**src/rtl/bram_port_master.sv**
```systemverilog
// Streaming initiator for one BRAM port. It issues commands in order, tracks the
// fixed read latency, and returns read data through a credit-guarded FWFT FIFO.
module bram_port_master #(
  parameter int unsigned ADDR_W    = 8,
  parameter int unsigned DATA_W    = 8,
  parameter int unsigned RD_LAT    = 1,
  parameter int unsigned RSP_DEPTH = 4
) (
  input  logic                           clk,
  input  logic                           rst,
  input  logic                           req_valid,
  output logic                           req_ready,
  input  logic                           req_we,
  input  logic [ADDR_W-1:0]              req_addr,
  input  logic [DATA_W-1:0]              req_wdata,
  output logic                           rsp_valid,
  input  logic                           rsp_ready,
  output logic [DATA_W-1:0]              rsp_rdata,
  output logic                           bram_en,
  output logic                           bram_we,
  output logic [ADDR_W-1:0]              bram_addr,
  output logic [DATA_W-1:0]              bram_din,
  input  logic [DATA_W-1:0]              bram_dout,
  output logic [$clog2(RSP_DEPTH+1)-1:0] rd_pending
);

  localparam int unsigned PEND_W = $clog2(RSP_DEPTH + 1);
  localparam int unsigned PTR_W  = $clog2(RSP_DEPTH);

  logic              req_acc;
  logic              rd_acc;
  logic              rsp_pop;
  logic              rsp_push;
  logic              fifo_full;

  logic [PEND_W-1:0] pend_q, pend_d;
  logic              en_q, en_d;
  logic              we_q, we_d;
  logic [ADDR_W-1:0] addr_q, addr_d;
  logic [DATA_W-1:0] din_q, din_d;
  logic [RD_LAT-1:0] rdv_q, rdv_d;
  logic [PTR_W-1:0]  wr_ptr_q, wr_ptr_d;
  logic [PTR_W-1:0]  rd_ptr_q, rd_ptr_d;
  logic [PEND_W-1:0] cnt_q, cnt_d;
  logic [DATA_W-1:0] fifo_mem [RSP_DEPTH];

  // Handshakes; a read is only accepted while a FIFO slot is reserved for it
  always_comb begin
    req_ready = !rst && (pend_q < PEND_W'(RSP_DEPTH));
    req_acc   = req_valid && req_ready;
    rd_acc    = req_acc && !req_we;
    rsp_valid = !rst && (cnt_q != '0);
    rsp_pop   = rsp_valid && rsp_ready;
    rsp_push  = rdv_q[RD_LAT-1];
    rsp_rdata = fifo_mem[rd_ptr_q];
    fifo_full = (cnt_q == PEND_W'(RSP_DEPTH));
  end

  // Next-state: credits, issue stage, read-valid shift, FIFO pointers
  always_comb begin
    pend_d   = pend_q;
    en_d     = req_acc;
    we_d     = req_acc && req_we;
    addr_d   = addr_q;
    din_d    = din_q;
    rdv_d    = RD_LAT'({rdv_q, (en_q && !we_q)});
    wr_ptr_d = wr_ptr_q;
    rd_ptr_d = rd_ptr_q;
    cnt_d    = cnt_q;

    if (rd_acc && !rsp_pop) begin
      pend_d = pend_q + PEND_W'(1);
    end else if (!rd_acc && rsp_pop) begin
      pend_d = pend_q - PEND_W'(1);
    end

    if (req_acc) begin
      addr_d = req_addr;
      din_d  = req_wdata;
    end

    if (rsp_push) begin
      wr_ptr_d = wr_ptr_q + PTR_W'(1);
    end
    if (rsp_pop) begin
      rd_ptr_d = rd_ptr_q + PTR_W'(1);
    end
    if (rsp_push && !rsp_pop) begin
      cnt_d = cnt_q + PEND_W'(1);
    end else if (!rsp_push && rsp_pop) begin
      cnt_d = cnt_q - PEND_W'(1);
    end
  end

  always_ff @(posedge clk) begin
    if (rst) begin
      pend_q   <= '0;
      en_q     <= 1'b0;
      we_q     <= 1'b0;
      addr_q   <= '0;
      din_q    <= '0;
      rdv_q    <= '0;
      wr_ptr_q <= '0;
      rd_ptr_q <= '0;
      cnt_q    <= '0;
    end else begin
      pend_q   <= pend_d;
      en_q     <= en_d;
      we_q     <= we_d;
      addr_q   <= addr_d;
      din_q    <= din_d;
      rdv_q    <= rdv_d;
      wr_ptr_q <= wr_ptr_d;
      rd_ptr_q <= rd_ptr_d;
      cnt_q    <= cnt_d;
    end
  end

  // Storage needs no reset; occupancy lives in cnt_q
  always_ff @(posedge clk) begin
    if (!rst && rsp_push) begin
      fifo_mem[wr_ptr_q] <= bram_dout;
    end
  end

  assign bram_en    = en_q;
  assign bram_we    = we_q;
  assign bram_addr  = addr_q;
  assign bram_din   = din_q;
  assign rd_pending = pend_q;

  // Credits make a push into a full FIFO impossible unless the same edge pops
  a_no_overflow: assert property (@(posedge clk) disable iff (rst)
    !(rsp_push && fifo_full && !rsp_pop));

endmodule

```
**config.mk**
```make
export PLATFORM = sky130hd
export DESIGN_NAME = bram_port_master
export DESIGN_NICKNAME = d
export VERILOG_FILES = /design/src/rtl/bram_port_master.sv
export SDC_FILE = /design/constraint.sdc
export NUM_CORES = 1
export LEC_CHECK = 0
export ABC_AREA = 1
export ABC_CLOCK_PERIOD_IN_PS = 2150
export CELL_PAD_IN_SITES_DETAIL_PLACEMENT = 0
export CELL_PAD_IN_SITES_GLOBAL_PLACEMENT = 1
export CORE_ASPECT_RATIO = 1.1
export CORE_UTILIZATION = 37
export CTS_CLUSTER_SIZE = 8
export DETAILED_ROUTE_END_ITERATION = 6
export GPL_TIMING_DRIVEN = 0
export HOLD_SLACK_MARGIN = 0.1
export PLACE_DENSITY = 0.87
export SETUP_SLACK_MARGIN = 0.2
export SLEW_MARGIN = 30
export SYNTH_ARGS = -nofsm -noshare
export SYNTH_HDL_FRONTEND = slang
export SYNTH_SLANG_ARGS = --single-unit
```
**constraint.sdc**
```tcl
create_clock -name clk -period 2.15 [get_ports clk]
set_clock_uncertainty 0.2 [all_clocks]
set_input_delay 0.3225 -clock clk [delete_from_list [all_inputs] [get_ports clk]]
set_output_delay 0.3225 -clock clk [all_outputs]
set_load 0.005 [all_outputs]
```
### M2 wires, run 1

The bar under the picture is 20 um long.
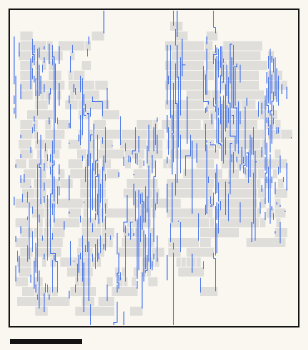
The longest straight run is 32.3 um. The layer holds 47% of the routed length. 272 nets have wire on it. The wires run mostly vertical. The layer carries 2360 um of wire.

### Metal 1, run 1

The bar under the picture is 20 um long.
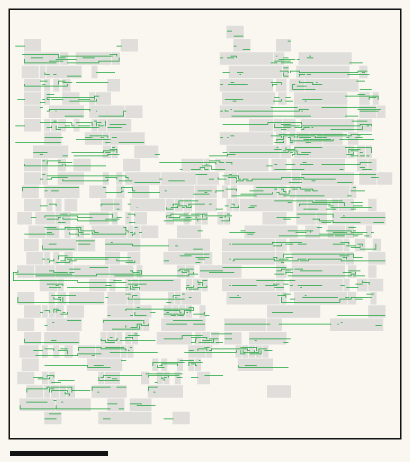
The wires run mostly horizontal. The layer carries 2080 um of wire. The layer holds 41% of the routed length.

==> report_table.html, run 1 <==
<h2>Implementation results</h2>
<table>
<tr><th>Metric</th><th>Value</th></tr>
<tr><th colspan="2">Run status</th></tr>
<tr><td>Outcome</td><td>finished clean</td></tr>
<tr><th colspan="2">Final timing</th></tr>
<tr><td>Setup repair after global routing missed its margin</td><td>true</td></tr>
<tr><td>Share of the clock period used by the worst path after layout</td><td>slightly below 90%</td></tr>
<tr><td>Number of failing setup endpoints in the final timing report</td><td>0</td></tr>
<tr><td>Worst Tran Pin Value</td><td>a little under 0.8 ns</td></tr>
<tr><td>Max-slew violations</td><td>0</td></tr>
<tr><td>Setup Total Neg Slack</td><td>0 ns</td></tr>
<tr><th colspan="2">Yosys</th></tr>
<tr><td>Sequential-to-total area share from yosys stat</td><td>64.4%</td></tr>
<tr><td>Most common cell in the synthesized netlist</td><td>sky130_fd_sc_hd__nand2_1</td></tr>
<tr><td>Most area-hungry cell type in the Yosys netlist</td><td>sky130_fd_sc_hd__edfxtp_1</td></tr>
<tr><td>Yosys warnings</td><td>0</td></tr>
<tr><td>Synthesized-area fraction occupied by xor and xnor cells</td><td>0.357%</td></tr>
<tr><td>Registers, synthesis</td><td>63</td></tr>
<tr><td>Post-synth design cell area</td><td>roughly 0.0025 mm2</td></tr>
<tr><td>Logic family by area</td><td>simple AND/OR/NAND/NOR gates</td></tr>
<tr><td>Syn_area_per_cell</td><td>10.2 um2</td></tr>
<tr><td>Leading post-synthesis cells by cell area</td><td>sky130_fd_sc_hd__edfxtp_1 39%, sky130_fd_sc_hd__dfxtp_1 25%, sky130_fd_sc_hd__nand2_1 7.3%, sky130_fd_sc_hd__nor2_1 5.3%, sky130_fd_sc_hd__nand3_1 3.9%</td></tr>
<tr><td>Post-synth ARST share</td><td>0%</td></tr>
<tr><td>Synth Flop Type</td><td>sky130_fd_sc_hd__edfxtp_1</td></tr>
<tr><td>Flip-flops with a built-in enable</td><td>32</td></tr>
<tr><td>Library cells used by synthesis</td><td>20</td></tr>
<tr><td>Yosys chip area</td><td>between 0.002 and 0.0025 mm2</td></tr>
<tr><th colspan="2">Clocking</th></tr>
<tr><td>Clk slew on worst S/H paths</td><td>0.07 ns</td></tr>
<tr><td>CTS sink count</td><td>approximately 63</td></tr>
<tr><td>Hold-fix buffers, CTS</td><td>0</td></tr>
<tr><td>Latency at later pin</td><td>0.33 ns</td></tr>
<tr><td>Root Driver</td><td>sky130_fd_sc_hd__clkbuf_8</td></tr>
<tr><td>Number of buffers inserted during clock tree synthesis</td><td>9</td></tr>
<tr><td>H-tree levels</td><td>3</td></tr>
<tr><th colspan="2">Worst setup path</th></tr>
<tr><td>Startpoint of the most critical register-to-register path</td><td>cnt_q[1]</td></tr>
<tr><td>CP top delay family</td><td>buffers and inverters</td></tr>
<tr><td>Crit-path max FO</td><td>8</td></tr>
<tr><td>Required time of the critical path</td><td>1.63 ns</td></tr>
<tr><td>Buffers &amp; Inverters on Critical Path</td><td>3</td></tr>
<tr><td>Minimum setup slack among reg-to-reg paths</td><td>0.25 ns</td></tr>
<tr><td>Logic depth of the worst register-to-register path</td><td>12</td></tr>
<tr><td>Worst setup path category</td><td>flip-flop to output port</td></tr>
<tr><td>Critical-path cell list</td><td>buf_6, buf_6, nor2_1, o22ai_1, dlygate4sd2_1</td></tr>
<tr><td>Peak per-stage delay on the critical path</td><td>0.37 ns</td></tr>
<tr><td>Slowest stage cell on the critical path</td><td>sky130_fd_sc_hd__dfxtp_4</td></tr>
<tr><th colspan="2">Run</th></tr>
<tr><td>Number of max-capacitance violations reported</td><td>0</td></tr>
<tr><td>Number of warnings in the stage logs</td><td>31</td></tr>
<tr><th colspan="2">Cells and area</th></tr>
<tr><td>Layout net count</td><td>356</td></tr>
<tr><td>Post-layout util</td><td>55.8%</td></tr>
<tr><td>Post-layout instance area</td><td>0.00352 mm2</td></tr>
<tr><td>Post-Layout Cell Count</td><td>~400</td></tr>
<tr><th colspan="2">Die</th></tr>
<tr><td>Area of the placeable core</td><td>approximately 0.0063 mm2</td></tr>
<tr><td>Number of placement rows</td><td>30</td></tr>
<tr><td>Die area</td><td>0.00697 mm2</td></tr>
<tr><th colspan="2">Power and ir drop</th></tr>
<tr><td>Pint</td><td>approximately 2.2 mW</td></tr>
<tr><td>Total power divided by cell area</td><td>836 mW/mm2</td></tr>
<tr><td>Switching power summed over all nets</td><td>712 uW</td></tr>
<tr><td>Comb pwr share</td><td>15.5%</td></tr>
<tr><td>Share of power burned in the clock network</td><td>37.8%</td></tr>
<tr><td>Share of total power consumed by net switching</td><td>24.2%</td></tr>
<tr><td>Proportion of power drawn by flip-flops and latches</td><td>46.7%</td></tr>
<tr><th colspan="2">Drt</th></tr>
<tr><td>WL/cell</td><td>approximately 12 um</td></tr>
<tr><td>Routed via count</td><td>1866</td></tr>
<tr><td>Final ANT Viol Nets</td><td>0</td></tr>
<tr><td>Pre-antenna DRT Iters</td><td>4</td></tr>
<tr><td>Initial detailed-routing violation count</td><td>69</td></tr>
<tr><td>DRC violations left</td><td>0</td></tr>
<tr><th colspan="2">Worst hold path</th></tr>
<tr><td>Worst hold path depth</td><td>2</td></tr>
<tr><td>Path type of the worst min-delay path</td><td>primary input to flip-flop</td></tr>
<tr><th colspan="2">Placed design</th></tr>
<tr><td>Cells after DPL</td><td>379</td></tr>
<tr><td>Gp weighted congestion</td><td>between 0.7 and 0.8</td></tr>
<tr><td>Total placed instance area</td><td>0.00316 mm2</td></tr>
<tr><th colspan="2">Global routing</th></tr>
<tr><td>Pin count of the biggest net entering global routing</td><td>13</td></tr>
<tr><td>Number of antenna violations at the first check in global routing</td><td>0</td></tr>
<tr><td>Grt ovf</td><td>0</td></tr>
<tr><td>Wire length of the first global-routing pass</td><td>7990 um</td></tr>
<tr><td>Number of global-route vias before repair</td><td>1772</td></tr>
</table>
### Metal 3, run 1

The bar under the picture is 20 um long.
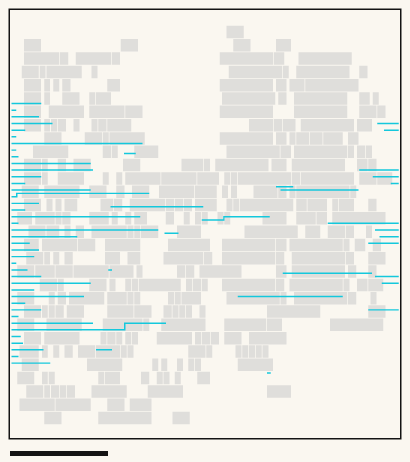
The layer carries 510 um of wire. The layer holds 10% of the routed length. The wires run mostly horizontal. The longest straight run is 29.7 um. 57 nets have wire on it.

[run 1: routing by layer]
metal / global-route usage, % / routed length, um
met4: 9.09 / 90
met2: 25.6 / 2360
met5: 0 / 0
met3: 6.39 / 509
met1: 16.9 / 2080
[run 1: power groups by stage]
stage,combinational (mW),clock [mW],sequential (mW)
after detailed placement,0.417,0,1.39
after CTS,0.445,1.14,1.37
after floorplan,0.187,0,1.39
final,0.455,1.11,1.37
after global placement,0.410,0,1.39
after global routing,0.507,1.18,1.38
[run 1: per-stage QoR]
step	power, mW	setup WS [ns]
after floorplan	1.58	0.218
after global placement	1.81	-0.530
after detailed placement	1.81	-0.533
after CTS	2.96	0.121
after global routing	3.07	0.156
final	2.94	0.232
[run 1: how the worst max path moves through the flow]
| stage | end | depth (start not counted) | slack [ns] |
|---|---|---|---|
| 5_1_grt | rsp_rdata[1] | 5 | 0.16 |
| 3_3_place_gp | rd_pending[2] | 14 | -0.53 |
| 4_1_cts | rsp_rdata[2] | 5 | 0.12 |
| 6_report | rsp_rdata[4] | 5 | 0.23 |
| 2_1_floorplan | rd_pending[2] | 13 | 0.22 |
| 3_5_place_dp | rd_pending[2] | 14 | -0.53 |
[run 1: cell families (layout without fill, tap and decap cells)]
logic type      Yosys count  in the layout
compound gates           35             35
fa+ha+maj                 8              8
simple gates            104            104
flops                    63             63
buf+inv                  29            113
xor+xnor                  1              1
[run 1: layout by cell type (no fill, tap or decap), types with 6 or more instances in the layout]
master	synthesis	final
sky130_fd_sc_hd__a21oi_1	6	6
sky130_fd_sc_hd__buf_4	2	8
sky130_fd_sc_hd__clkbuf_8	0	9
sky130_fd_sc_hd__clkdlybuf4s50_1	0	47
sky130_fd_sc_hd__dfxtp_1	31	26
sky130_fd_sc_hd__edfxtp_1	32	32
sky130_fd_sc_hd__inv_1	20	18
sky130_fd_sc_hd__nand2_1	48	48
sky130_fd_sc_hd__nand3_1	19	17
sky130_fd_sc_hd__nor2_1	35	28
sky130_fd_sc_hd__o21ai_0	19	11
sky130_fd_sc_hd__o22ai_1	8	8
[run 1: flip-flops by register name (all words and copies together) (netlist names), 2 cells and up, named ones only]
register	count
bram_addr	8
bram_din	8
cnt_q	3
fifo_mem	32
rd_pending	3
rd_ptr_q	2
wr_ptr_q	2
[run 1: area by class of cell]
class | instances | area (um2)
Multi-Input combinational cell | 148 | 815
Inverter | 23 | 91.3
Fill cell | 568 | 2790
Clock buffer | 9 | 124
Buffer | 6 | 58.8
Tap cell | 80 | 100
Sequential cell | 63 | 1600
Clock inverter | 7 | 97.6
Timing Repair Buffer | 68 | 634
[run 1: repair_timing]
item                       CTS  global route
setup endpoints to repair   46            12
setup buffers                8             1
gates resized               31            33
pin swaps                    4             3
### Pin placement, run 1

The bar under the picture is 20 um long. Pins as bars across the die edge, other pins in gray.
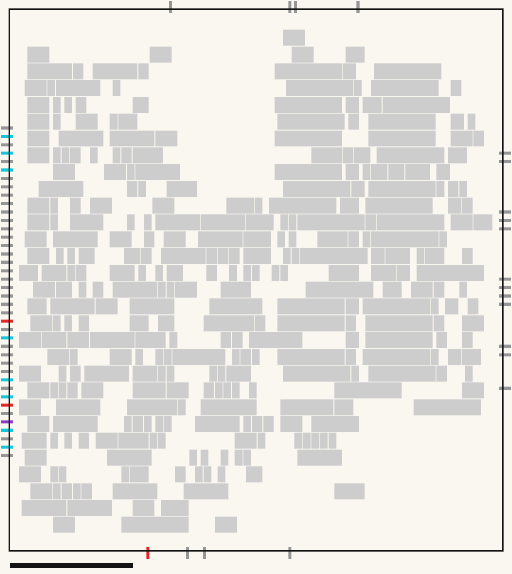

--- run 2 (diff from run 1) ---
Settings changed: CORE_MARGIN set to 1.5.
### Pin placement, run 2

The bar under the picture is 20 um long. Pins as bars across the die edge, other pins in gray.
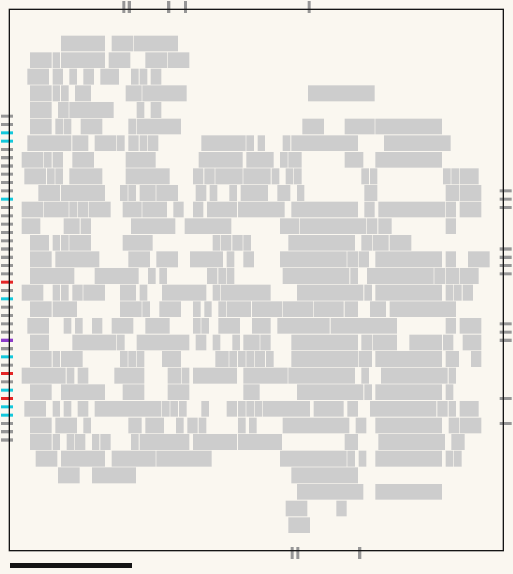
Purple stands for `rst`, pins 1, direction input, edge left. Red stands for `rd_pending`, pins 3, direction output, edge left. Cyan stands for `req_wdata`, pins 8, direction input, edge left.
All pins by edge: 40 left, 12 right, 5 top, 3 bottom.

==> report_table.html, run 2 <==
<h2>Implementation results</h2>
<table>
<tr><th>Metric</th><th>Value</th></tr>
<tr><th colspan="2">Yosys</th></tr>
<tr><td>Leading post-synthesis cells by cell area</td><td>sky130_fd_sc_hd__edfxtp_1 39%, sky130_fd_sc_hd__dfxtp_1 25%, sky130_fd_sc_hd__nand2_1 7.3%, sky130_fd_sc_hd__nor2_1 5.3%, sky130_fd_sc_hd__nand3_1 3.9%</td></tr>
<tr><td>Most common cell in the synthesized netlist</td><td>sky130_fd_sc_hd__nand2_1</td></tr>
<tr><td>Most area-hungry cell type in the Yosys netlist</td><td>sky130_fd_sc_hd__edfxtp_1</td></tr>
<tr><td>Registers, synthesis</td><td>63 (unchanged)</td></tr>
<tr><td>Number of nets at floorplan</td><td>277</td></tr>
<tr><td>Library cells used by synthesis</td><td>20 (unchanged)</td></tr>
<tr><td>Yosys warnings</td><td>0 (unchanged)</td></tr>
<tr><td>Syn_area_per_cell</td><td>10.2 um2 (unchanged)</td></tr>
<tr><td>Ys cells</td><td>240</td></tr>
<tr><td>Synth top area share</td><td>39.1%</td></tr>
<tr><td>Cell count after synthesis</td><td>240</td></tr>
<tr><td>Flip-flops with a built-in enable</td><td>32 (unchanged)</td></tr>
<tr><td>Post-synth design cell area</td><td>0.00246 mm2 (unchanged)</td></tr>
<tr><td>Commonest cells in the synthesized netlist</td><td>48 x sky130_fd_sc_hd__nand2_1, 35 x sky130_fd_sc_hd__nor2_1, 32 x sky130_fd_sc_hd__edfxtp_1</td></tr>
<tr><td>Yosys chip area</td><td>0.00246 mm2 (unchanged)</td></tr>
<tr><td>Synth Flop Type</td><td>sky130_fd_sc_hd__edfxtp_1</td></tr>
<tr><td>Sequential-to-total area share from yosys stat</td><td>64.4% (unchanged)</td></tr>
<tr><td>Post-synth ARST share</td><td>0% (unchanged)</td></tr>
<tr><th colspan="2">Cells and area</th></tr>
<tr><td>Largest register FFs</td><td>32 (unchanged)</td></tr>
<tr><td>Layout net count</td><td>356 (unchanged)</td></tr>
<tr><td>Post-layout instance area</td><td>0.00350 mm2 (-0.39%)</td></tr>
<tr><td>Most frequent logic cell in the layout</td><td>sky130_fd_sc_hd__clkdlybuf4s50_1</td></tr>
<tr><td>Share of post-route cells with drive strength above 1</td><td>between 10% and 20%</td></tr>
<tr><td>Post-layout util</td><td>55.6% (-0.22 points)</td></tr>
<tr><td>Most flop-heavy register</td><td>fifo_mem</td></tr>
<tr><td>Number of inserted diodes</td><td>0</td></tr>
<tr><td>Post-Layout Cell Count</td><td>404 (unchanged)</td></tr>
<tr><td>Synthesis-to-layout area growth</td><td>42.7%</td></tr>
<tr><td>Most used cells in the layout excluding fill and tap cells</td><td>47 x sky130_fd_sc_hd__clkdlybuf4s50_1, 46 x sky130_fd_sc_hd__nand2_1, 32 x sky130_fd_sc_hd__edfxtp_1</td></tr>
<tr><th colspan="2">Clocking</th></tr>
<tr><td>CTS tree</td><td>built</td></tr>
<tr><td>H-tree levels</td><td>3 (unchanged)</td></tr>
<tr><td>Clock buffer depth</td><td>2</td></tr>
<tr><td>Hold-fix buffers, CTS</td><td>0 (unchanged)</td></tr>
<tr><td>Latency at later pin</td><td>0.33 ns (about the same)</td></tr>
<tr><td>Number of buffers inserted during clock tree synthesis</td><td>9 (unchanged)</td></tr>
<tr><td>Clk slew on worst S/H paths</td><td>0.08 ns (about the same)</td></tr>
<tr><td>Root Driver</td><td>sky130_fd_sc_hd__clkbuf_8</td></tr>
<tr><td>CTS sink count</td><td>63 (unchanged)</td></tr>
<tr><th colspan="2">Die</th></tr>
<tr><td>Die x size</td><td>80.7 um</td></tr>
<tr><td>Area of the placeable core</td><td>0.00631 mm2 (unchanged)</td></tr>
<tr><td>Number of placement rows</td><td>30 (unchanged)</td></tr>
<tr><td>Die area</td><td>0.00714 mm2 (+2.4%)</td></tr>
<tr><td>Vertical extent of the die</td><td>88.5 um</td></tr>
<tr><td>Share of the core filled by cells before placement</td><td>38.9%</td></tr>
<tr><td>Number of I/O pins</td><td>roughly 60</td></tr>
<tr><th colspan="2">Global routing</th></tr>
<tr><td>Met1 routing resource usage after global routing</td><td>17.0% (+0.086 points)</td></tr>
<tr><td>Pin count of the biggest net entering global routing</td><td>14 (+1)</td></tr>
<tr><td>Grt ovf</td><td>0 (unchanged)</td></tr>
<tr><td>Global routing met3 resource utilization</td><td>6.60% (+0.21 points)</td></tr>
<tr><td>Global routing usage on met2</td><td>24.3% (-1.3 points)</td></tr>
<tr><td>Number of antenna violations at the first check in global routing</td><td>0 (unchanged)</td></tr>
<tr><td>Global-route total usage across every layer</td><td>15.2%</td></tr>
<tr><td>Wire length of the first global-routing pass</td><td>7910 um (-1.0%)</td></tr>
<tr><td>Peak-usage layer in the global routing report</td><td>met2</td></tr>
<tr><td>Number of global-route vias before repair</td><td>1787 (+0.85%)</td></tr>
<tr><th colspan="2">Worst setup path</th></tr>
<tr><td>CP arrival</td><td>1.97 ns</td></tr>
<tr><td>Type of origin of the critical path</td><td>primary input</td></tr>
<tr><td>Startpoint of the most critical register-to-register path</td><td>rd_pending[2]</td></tr>
<tr><td>Required time of the critical path</td><td>2.18 ns (+0.55 ns)</td></tr>
<tr><td>Launching instance or port of the critical path</td><td>rst</td></tr>
<tr><td>Worst setup path category</td><td>primary input to flip-flop</td></tr>
<tr><td>Crit-path max FO</td><td>4 (-4)</td></tr>
<tr><td>Category of the worst setup path capture point</td><td>flip-flop</td></tr>
<tr><th colspan="2">Drt</th></tr>
<tr><td>Overall routed net length</td><td>4950 um</td></tr>
<tr><td>Routed via count</td><td>1890 (+1.3%)</td></tr>
<tr><td>Pre-antenna DRT Iters</td><td>4 (unchanged)</td></tr>
<tr><td>Initial detailed-routing violation count</td><td>80 (+16%)</td></tr>
<tr><td>DRC violations left</td><td>0 (unchanged)</td></tr>
<tr><td>Detail-routed via count per cell</td><td>4.68</td></tr>
<tr><td>WL/cell</td><td>12.2 um (-1.7%)</td></tr>
<tr><td>Final ANT Viol Nets</td><td>0 (unchanged)</td></tr>
<tr><th colspan="2">Final timing</th></tr>
<tr><td>Max-slew violations</td><td>0 (unchanged)</td></tr>
<tr><td>Worst hold slack after final layout</td><td>0.206 ns</td></tr>
<tr><td>Number of failing setup endpoints in the final timing report</td><td>0 (unchanged)</td></tr>
<tr><td>Setup slack of the critical path after layout</td><td>0.203 ns (-0.0294 ns)</td></tr>
<tr><td>Max frequency</td><td>roughly 0.51 GHz</td></tr>
<tr><td>Share of the clock period used by the worst path after layout</td><td>90.6% (+1.4 points)</td></tr>
<tr><td>Worst Tran Pin Value</td><td>0.768 ns (-0.00904 ns)</td></tr>
<tr><td>Setup Total Neg Slack</td><td>0 ns (unchanged)</td></tr>
<tr><td>Setup repair after global routing missed its margin</td><td>true</td></tr>
<tr><td>Number of endpoints with negative hold slack in the final report</td><td>0</td></tr>
<tr><td>Max-Slew Margin vs Limit</td><td>48.6%</td></tr>
<tr><td>Final period demand of the worst path</td><td>1.95 ns</td></tr>
<tr><th colspan="2">Worst hold path</th></tr>
<tr><td>Hold_sp</td><td>bram_we</td></tr>
<tr><td>Path type of the worst min-delay path</td><td>flip-flop to flip-flop</td></tr>
<tr><th colspan="2">Placed design</th></tr>
<tr><td>Cells after DPL</td><td>379 (unchanged)</td></tr>
<tr><td>Port bufs</td><td>59</td></tr>
<tr><td>Pre-CTS setup slack</td><td>-0.536 ns (-0.00364 ns)</td></tr>
<tr><td>Gp weighted congestion</td><td>0.697 (-3.7%)</td></tr>
<tr><td>HPWL after detailed placement</td><td>between 3000 and 4000 um</td></tr>
<tr><td>Total placed instance area</td><td>0.00316 mm2 (unchanged)</td></tr>
<tr><th colspan="2">Power and ir drop</th></tr>
<tr><td>Leak pwr</td><td>1.41 nW</td></tr>
<tr><td>Total power divided by cell area</td><td>849 mW/mm2 (+1.5%)</td></tr>
<tr><td>Total Power</td><td>2.97 mW (+1.1%)</td></tr>
<tr><td>Maximum vdd ir drop</td><td>0.510 mV</td></tr>
<tr><th colspan="2">Run</th></tr>
<tr><td>Number of warnings in the stage logs</td><td>31 (unchanged)</td></tr>
<tr><td>Number of max-capacitance violations reported</td><td>0 (unchanged)</td></tr>
<tr><th colspan="2">Run status</th></tr>
<tr><td>Outcome</td><td>finished clean</td></tr>
</table>
[run 2: cell counts after synthesis]
Identical to the previous run, type by type.
[run 2: worst max-delay path, cell delays in order]
cell and delay (ns):
sky130_fd_sc_hd__dlygate4sd2_1 0.31, sky130_fd_sc_hd__nor2_4 0.17, sky130_fd_sc_hd__nand2_4 0.07, sky130_fd_sc_hd__buf_6 0.12, sky130_fd_sc_hd__nor2_4 0.10, sky130_fd_sc_hd__ha_4 0.14
sky130_fd_sc_hd__inv_2 0.05, sky130_fd_sc_hd__fa_2 0.38, sky130_fd_sc_hd__inv_2 0.06, sky130_fd_sc_hd__nand2_1 0.05, sky130_fd_sc_hd__nand3_2 0.08, sky130_fd_sc_hd__nand2_1 0.05
sky130_fd_sc_hd__nand2_1 0.05, sky130_fd_sc_hd__nor2_1 0.03
[run 2: final timing paths]
check	slack, ns	depth (start not counted)	endpoint
setup / recovery	0.20	14	rd_pending[2]
hold / removal	0.21	1	rdv_q
setup reg to reg	0.21	13	rd_pending[2]
hold reg to reg	0.21	1	rdv_q
[run 2: where the power goes]
part | internal [mW] | total (mW) | leakage, nW | switching [mW]
sequential | 1.32 | 1.37 | 0.546 | 0.0464
clock | 0.666 | 1.15 | 0.111 | 0.481
combinational | 0.250 | 0.456 | 0.754 | 0.206
[run 2: logic make-up after synthesis]
kind of cell | synth area share, %
buf+inv | 5.55
xor+xnor | 0.357
flops | 64.4
compound gates | 7.54
fa+ha+maj | 4.69
simple gates | 17.5
[run 2: metal layers]
layer / up-vias / share of wire, %
met5: - / 0
met4: 0 / 2.3
met3: 11 / 9.3
met2: 74 / 47
met1: 842 / 41
li1: 963 / -
[run 2: final cells by class]
| type | count | area (um2) |
|---|---|---|
| Timing Repair Buffer | 68 | 633 |
| Multi-Input combinational cell | 148 | 796 |
| Clock buffer | 9 | 124 |
| Fill cell | 570 | 2800 |
| Clock inverter | 7 | 103 |
| Buffer | 6 | 62.6 |
| Inverter | 23 | 93.8 |
| Sequential cell | 63 | 1590 |
| Tap cell | 80 | 100 |
[run 2: repair_timing]
action / 4_1_cts / 5_1_grt
hold endpoints to repair: 0 / 0
resized: 29 / 18
setup buffers: 4 / 5
setup endpoints to repair: 46 / 28
pin swaps: 2 / 6
Power figures rest on the tool's default switching activity, not on a simulated workload.
